<file path="src/rtl/cipher_pkg.sv">
// Shared types and helpers for the character cipher sequencers (encrypt front-end
// and the downstream decrypt sequencer).
package cipher_pkg;

  localparam int         CHAR_W       = 7;
  localparam logic [6:0] KEY_NULL_SUB = 7'h01;
  localparam int         MAX_CNT_W    = 16;

  typedef enum logic [0:0] {
    NOKEY = 1'b0,
    RUN   = 1'b1
  } seq_state_e;

  // len is sized for the widest supported counter; users zero-extend into it.
  typedef struct packed {
    logic [CHAR_W-1:0]    data;
    logic                 last;
    logic [MAX_CNT_W-1:0] len;
  } fifo_entry_t;

  function automatic logic [CHAR_W-1:0] lfsr_step(input logic [CHAR_W-1:0] key);
    return {key[5:0], key[6] ^ key[5]};
  endfunction

endpackage

</file>
<file path="src/rtl/cipher_out_fifo.sv">
// Small circular FIFO holding encrypted characters with framing.
// The head word is read straight from storage, so it holds steady until popped.
module cipher_out_fifo #(
  parameter int DEPTH = 2,
  parameter int W     = 8
) (
  input  logic         clk,
  input  logic         rst_n,
  input  logic         push,
  input  logic [W-1:0] push_data,
  input  logic         pop,
  output logic         out_valid,
  output logic [W-1:0] head_data,
  output logic         full
);

  localparam int PW = (DEPTH > 1) ? $clog2(DEPTH) : 1;
  localparam int CW = $clog2(DEPTH + 1);

  logic [W-1:0]  mem_q [DEPTH];
  logic [W-1:0]  mem_d [DEPTH];
  logic [PW-1:0] wr_ptr_q, wr_ptr_d;
  logic [PW-1:0] rd_ptr_q, rd_ptr_d;
  logic [CW-1:0] count_q, count_d;

  // Next-state: DEPTH is a power of two, so pointers wrap by natural overflow.
  always_comb begin
    mem_d    = mem_q;
    wr_ptr_d = wr_ptr_q;
    rd_ptr_d = rd_ptr_q;
    count_d  = count_q;
    if (push) begin
      mem_d[wr_ptr_q] = push_data;
      wr_ptr_d        = wr_ptr_q + PW'(1);
    end else begin
      wr_ptr_d = wr_ptr_q;
    end
    if (pop) begin
      rd_ptr_d = rd_ptr_q + PW'(1);
    end else begin
      rd_ptr_d = rd_ptr_q;
    end
    case ({push, pop})
      2'b10:   count_d = count_q + CW'(1);
      2'b01:   count_d = count_q - CW'(1);
      default: count_d = count_q;
    endcase
  end

  // Storage and pointer registers, cleared by synchronous reset.
  always_ff @(posedge clk) begin
    if (!rst_n) begin
      mem_q    <= '{default: '0};
      wr_ptr_q <= '0;
      rd_ptr_q <= '0;
      count_q  <= '0;
    end else begin
      mem_q    <= mem_d;
      wr_ptr_q <= wr_ptr_d;
      rd_ptr_q <= rd_ptr_d;
      count_q  <= count_d;
    end
  end

  assign out_valid = (count_q != CW'(0));
  assign full      = (count_q == CW'(DEPTH));
  assign head_data = mem_q[rd_ptr_q];

endmodule

</file>
<file path="src/rtl/cipher_char_sequencer.sv">
// Feeds an external combinational encrypter one character at a time with a
// rolling LFSR key and queues the results with message framing.
module cipher_char_sequencer
  import cipher_pkg::*;
#(
  parameter int DEPTH = 2,
  parameter int CNT_W = 8
) (
  input  logic              clk,
  input  logic              rst_n,
  input  logic              key_load,
  input  logic [CHAR_W-1:0] key_seed,
  output logic              key_err,
  input  logic              in_valid,
  output logic              in_ready,
  input  logic [CHAR_W-1:0] in_char,
  output logic [CHAR_W-1:0] enc_message,
  output logic [CHAR_W-1:0] enc_key,
  input  logic [CHAR_W-1:0] enc_result,
  output logic              out_valid,
  input  logic              out_ready,
  output logic [CHAR_W-1:0] out_data,
  output logic              out_last,
  output logic [CNT_W-1:0]  out_len
);

  localparam logic [CNT_W-1:0] CNT_MAX = '1;

  seq_state_e        state_q, state_d;
  logic [CHAR_W-1:0] cur_key_q, cur_key_d;
  logic [CHAR_W-1:0] seed_key_q, seed_key_d;
  logic [CNT_W-1:0]  char_cnt_q, char_cnt_d;
  logic              key_err_q, key_err_d;

  logic              fifo_full_s;
  logic              accept_s;
  logic              is_term_s;
  logic [CHAR_W-1:0] seed_fix_s;
  fifo_entry_t       push_entry_s;
  fifo_entry_t       head_entry_s;

  assign seed_fix_s  = (key_seed == 7'h00) ? KEY_NULL_SUB : key_seed;
  assign in_ready    = (state_q == RUN) && !fifo_full_s;
  assign accept_s    = in_valid && in_ready;
  assign is_term_s   = (in_char == 7'h00);
  assign enc_message = in_char;
  assign enc_key     = cur_key_q;

  // The terminator's data is forced to zero so the link sees a clean frame end.
  always_comb begin
    push_entry_s.data = is_term_s ? 7'h00 : enc_result;
    push_entry_s.last = is_term_s;
    push_entry_s.len  = is_term_s ? MAX_CNT_W'(char_cnt_q) : '0;
  end

  // Key chain and message counter; a load only wins between messages.
  always_comb begin
    state_d    = state_q;
    cur_key_d  = cur_key_q;
    seed_key_d = seed_key_q;
    char_cnt_d = char_cnt_q;
    key_err_d  = 1'b0;
    case (state_q)
      NOKEY: begin
        if (key_load) begin
          state_d    = RUN;
          cur_key_d  = seed_fix_s;
          seed_key_d = seed_fix_s;
          char_cnt_d = '0;
        end else begin
          state_d = NOKEY;
        end
      end
      RUN: begin
        if (accept_s && is_term_s) begin
          cur_key_d  = seed_key_q;
          char_cnt_d = '0;
        end else if (accept_s) begin
          cur_key_d  = lfsr_step(cur_key_q);
          char_cnt_d = (char_cnt_q == CNT_MAX) ? char_cnt_q : char_cnt_q + CNT_W'(1);
        end else begin
          cur_key_d = cur_key_q;
        end
        if (key_load && (char_cnt_q == '0)) begin
          seed_key_d = seed_fix_s;
          cur_key_d  = seed_fix_s;
        end else if (key_load) begin
          key_err_d = 1'b1;
        end else begin
          key_err_d = 1'b0;
        end
      end
      default: state_d = NOKEY;
    endcase
  end

  // Control state registers with synchronous active-low reset.
  always_ff @(posedge clk) begin
    if (!rst_n) begin
      state_q    <= NOKEY;
      cur_key_q  <= KEY_NULL_SUB;
      seed_key_q <= KEY_NULL_SUB;
      char_cnt_q <= '0;
      key_err_q  <= 1'b0;
    end else begin
      state_q    <= state_d;
      cur_key_q  <= cur_key_d;
      seed_key_q <= seed_key_d;
      char_cnt_q <= char_cnt_d;
      key_err_q  <= key_err_d;
    end
  end

  cipher_out_fifo #(
    .DEPTH (DEPTH),
    .W     ($bits(fifo_entry_t))
  ) u_out_fifo (
    .clk       (clk),
    .rst_n     (rst_n),
    .push      (accept_s),
    .push_data (push_entry_s),
    .pop       (out_valid && out_ready),
    .out_valid (out_valid),
    .head_data (head_entry_s),
    .full      (fifo_full_s)
  );

  assign key_err  = key_err_q;
  assign out_data = head_entry_s.data;
  assign out_last = head_entry_s.last;
  assign out_len  = CNT_W'(head_entry_s.len);

endmodule
</file>
<file path="config.mk">
export PLATFORM = sky130hd
export DESIGN_NAME = cipher_char_sequencer
export DESIGN_NICKNAME = d
export VERILOG_FILES = /design/src/rtl/cipher_pkg.sv /design/src/rtl/cipher_out_fifo.sv /design/src/rtl/cipher_char_sequencer.sv
export SDC_FILE = /design/constraint.sdc
export NUM_CORES = 1
export LEC_CHECK = 0
export CAP_MARGIN = 25
export CORE_MARGIN = 8
export CORE_UTILIZATION = 30
export CTS_BUF_LIST = sky130_fd_sc_hd__clkbuf_8
export DETAILED_ROUTE_END_ITERATION = 8
export HOLD_SLACK_MARGIN = 0.05
export SLEW_MARGIN = 20
export SYNTH_ARGS = -nofsm -noshare
export SYNTH_HDL_FRONTEND = slang
export SYNTH_HIERARCHICAL = 1
export SYNTH_SLANG_ARGS = --single-unit
</file>
<file path="constraint.sdc">
create_clock -name clk -period 2 [get_ports clk]
set_input_delay 0.3 -clock clk [delete_from_list [all_inputs] [get_ports clk]]
set_output_delay 0.3 -clock clk [all_outputs]
set_load 0.01 [all_outputs]
</file>
The clock network:
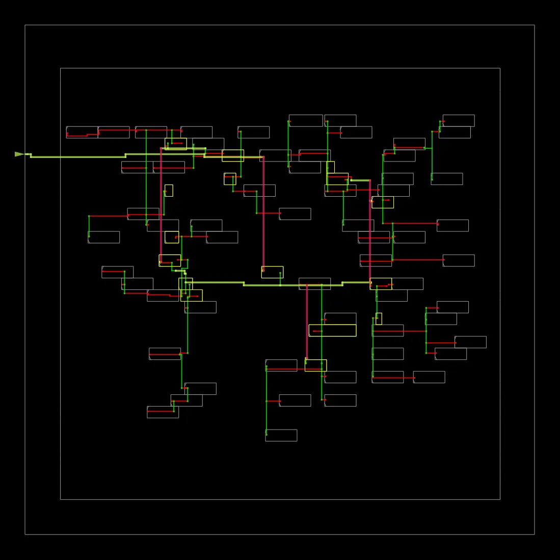
clock buffers: 9
CTS Buf Count: 9
Late-Pin Clk Latency: 340 ps
FFs & Latches: 60
Clock Sinks: 60

Gate-type map:
The bar under the picture is 20 µm long.
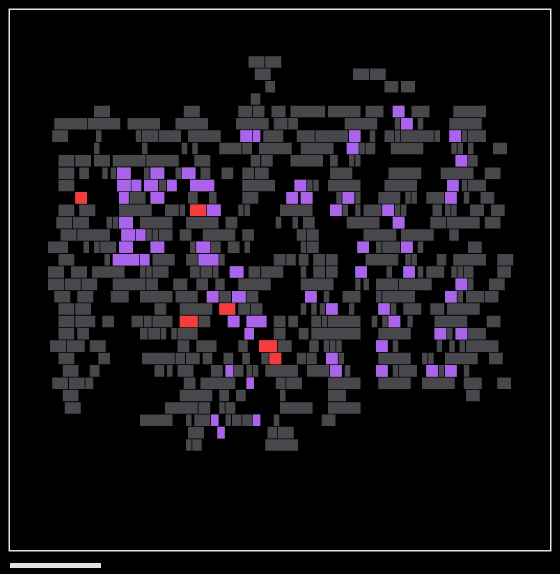
| family | color | cells |
|---|---|---|
| non-inverting ao/oa cells | red | 6 |
| aoi and oai cells | purple | 66 |
non-filler cells, final: 576
Top cell excl fill/tap: nand2_1
Comb area share: 40.7%

Routed metal, one color a layer:
Two of the layers only.
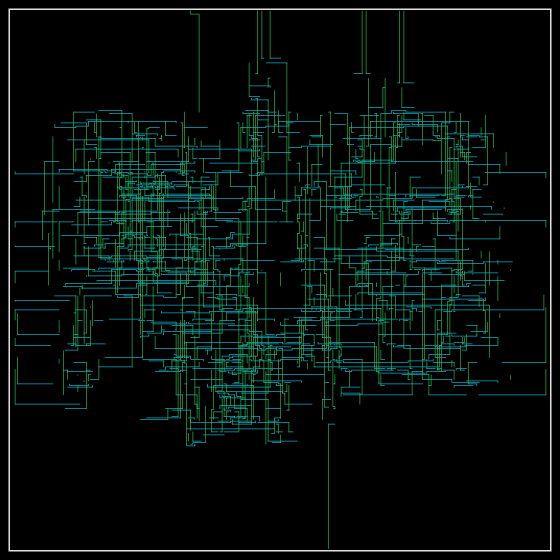
| layer | color | wire length |
|---|---|---|
| M2 | green | 3540 µm |
| M1 | cyan | 3790 µm |
final wirelength: 8150 µm
DR WL/cell: 14.1 µm
Global Route Usage Sum: 11.5%

==> results.ini <==
[timing]
setup_viol=0
clock_skew_ps=8.59
setup_slack_ps=155
finalCritPeriodShare_pct=92.2
hold_viol=0
rsz0062_at_grt=no
relSlewSlack_pct=73.4
worst_hold_slack_ps=451
worstMarginPinSlew_ps=398
period_minus_slack_ps=1840
drv_slew=0
fmax_ghz=0.542

[die]
fp_util_pct=30.8
num_io_pins=59
die_x_um=119
die_y_um=119
nWellTaps=136
placement_rows=37
die-area_um2=14100
coreArea_um2=10300

[global_routing]
grt_antenna_before_repair=0
grt_max_degree=40
grt_pass1_vias=2706
grt_pass1_wl_um=13300
grt.overflow.total=0

[critical_path]
worstPathArrival_ps=1540
start_kind=flop
cp_max_fo=3
cp_top_family=buffers and inverters
reg2reg_slack_ps=180
slowest_stage=clkdlybuf4s50_1
cp.required_ps=1700
cp_num_buf_inv=2
crit_type=flop to output pin
slowest_delay_ps=480
crit_chain=buf_4 -> or2_2 -> clkdlybuf4s50_1
worstSetupEndpointType=output pin

[clock_network]
path_clk_slew_ps=70
h-tree-depth=3
post_cts_buffers=0
hold_buffers=0
cts_tree=yes
cts_root_buf=clkbuf_8
postCtsResizedCells=16
cts.path.max_buffers=2

[layout]
logic_gates=258
clkCellAreaFrac_pct=4.62
nets=464
largest_class=combinational gates
final_area_um2=4170
fillers=1069
seqAreaFraction_pct=28.8
syn_to_final_growth_pct=31.4
final_core_util_pct=40.4
drive_gt1_share_pct=19.3
logic_area_um2=1700
flop_area_um2=1200
insertedDiodeCount=0
lay_top_cells=nand2_1, dfxtp_1, clkdlybuf4s50_1
n_all_inverters=11
buffers=95
signal_buffer_area_fraction_pct=20.8

[power_and_ir_drop]
powerDensity_nw_per_um2=726
peakVddDrop_uv=370
p_comb_share_pct=22.0
pwr-share-seq_pct=43.1
swShare_pct=27.6
cellInternalPower_uw=2190
p_leak_uw=0.00165
power_switching_uw=835
p_clk_share_pct=35.0

[placed_design]
place_ws_ps=-144
post_dp_cell_area_um2=4000
io_buffers=58
routabilityCongestion=0.881
dp_hpwl_um=5850

[min_path]
hp-class=flop to flop

[logic_synthesis]
yosys_warnings=6
synth_area_um2=3180
syn_inst=366
floorplan.nets=395
avgSynthCellArea_um2=8.68

[routing]
vias_per_cell=4.86
num_vias=2801
dr.pass1.iters=4
initialDrtViolationCount=234
drc=0
ant_nets=0

[job]
drv_cap=0
log.warning_count=27

[run_status]
status=finished clean

==> per-stage QoR <==
stage	TNS [ps]	std cells	total power [µW]
6_report	0	576	3030
5_1_grt	0	576	3180
4_1_cts	0	576	3070
3_5_place_dp	-2730	560	2010
3_3_place_gp	-1370	560	2000
2_1_floorplan	0	366	1710
==> registers in the layout, indices dropped and copies added, names as in the netlist <==
| name | cells |
|---|---|
| u_out_fifo/wr_ptr_q | 1 |
| u_out_fifo/count_q | 2 |
| seed_key_q | 7 |
| char_cnt_q | 8 |
| u_out_fifo/rd_ptr_q | 1 |
| state_q | 1 |
| enc_key | 7 |
| key_err | 1 |
| u_out_fifo/mem_q | 32 |
==> routing by layer <==
| layer | wire [µm] | GRT usage [%] |
|---|---|---|
| met1 | 3790 | 14.5 |
| met2 | 3540 | 17.1 |
| met3 | 693 | 4.77 |
| met4 | 121 | 4.19 |
| met5 | 0 | 0 |
==> path summary, 6_finish.rpt <==
| path | depth (start not counted) | to | from |
|---|---|---|---|
| setup / recovery | 3 | out_valid | u_out_fifo/count_q[0]$_SDFFE_PN0P_ |
| setup reg to reg | 8 | u_out_fifo/count_q[1]$_SDFFE_PN0P_ | u_out_fifo/count_q[0]$_SDFFE_PN0P_ |
| hold reg to reg | 2 | u_out_fifo/mem_q[43]$_SDFFE_PN0P_ | u_out_fifo/mem_q[43]$_SDFFE_PN0P_ |
| hold / removal | 2 | u_out_fifo/mem_q[43]$_SDFFE_PN0P_ | u_out_fifo/mem_q[43]$_SDFFE_PN0P_ |
==> power groups by stage <==
stage / registers [µW] / clock network (µW) / logic, µW
after floorplan: 1320 / 0 / 389
after global placement: 1330 / 0 / 667
after detailed placement: 1330 / 0 / 676
after CTS: 1310 / 1090 / 675
after global routing: 1310 / 1140 / 727
final: 1310 / 1060 / 665
Power is estimated from default activity; no workload was simulated.
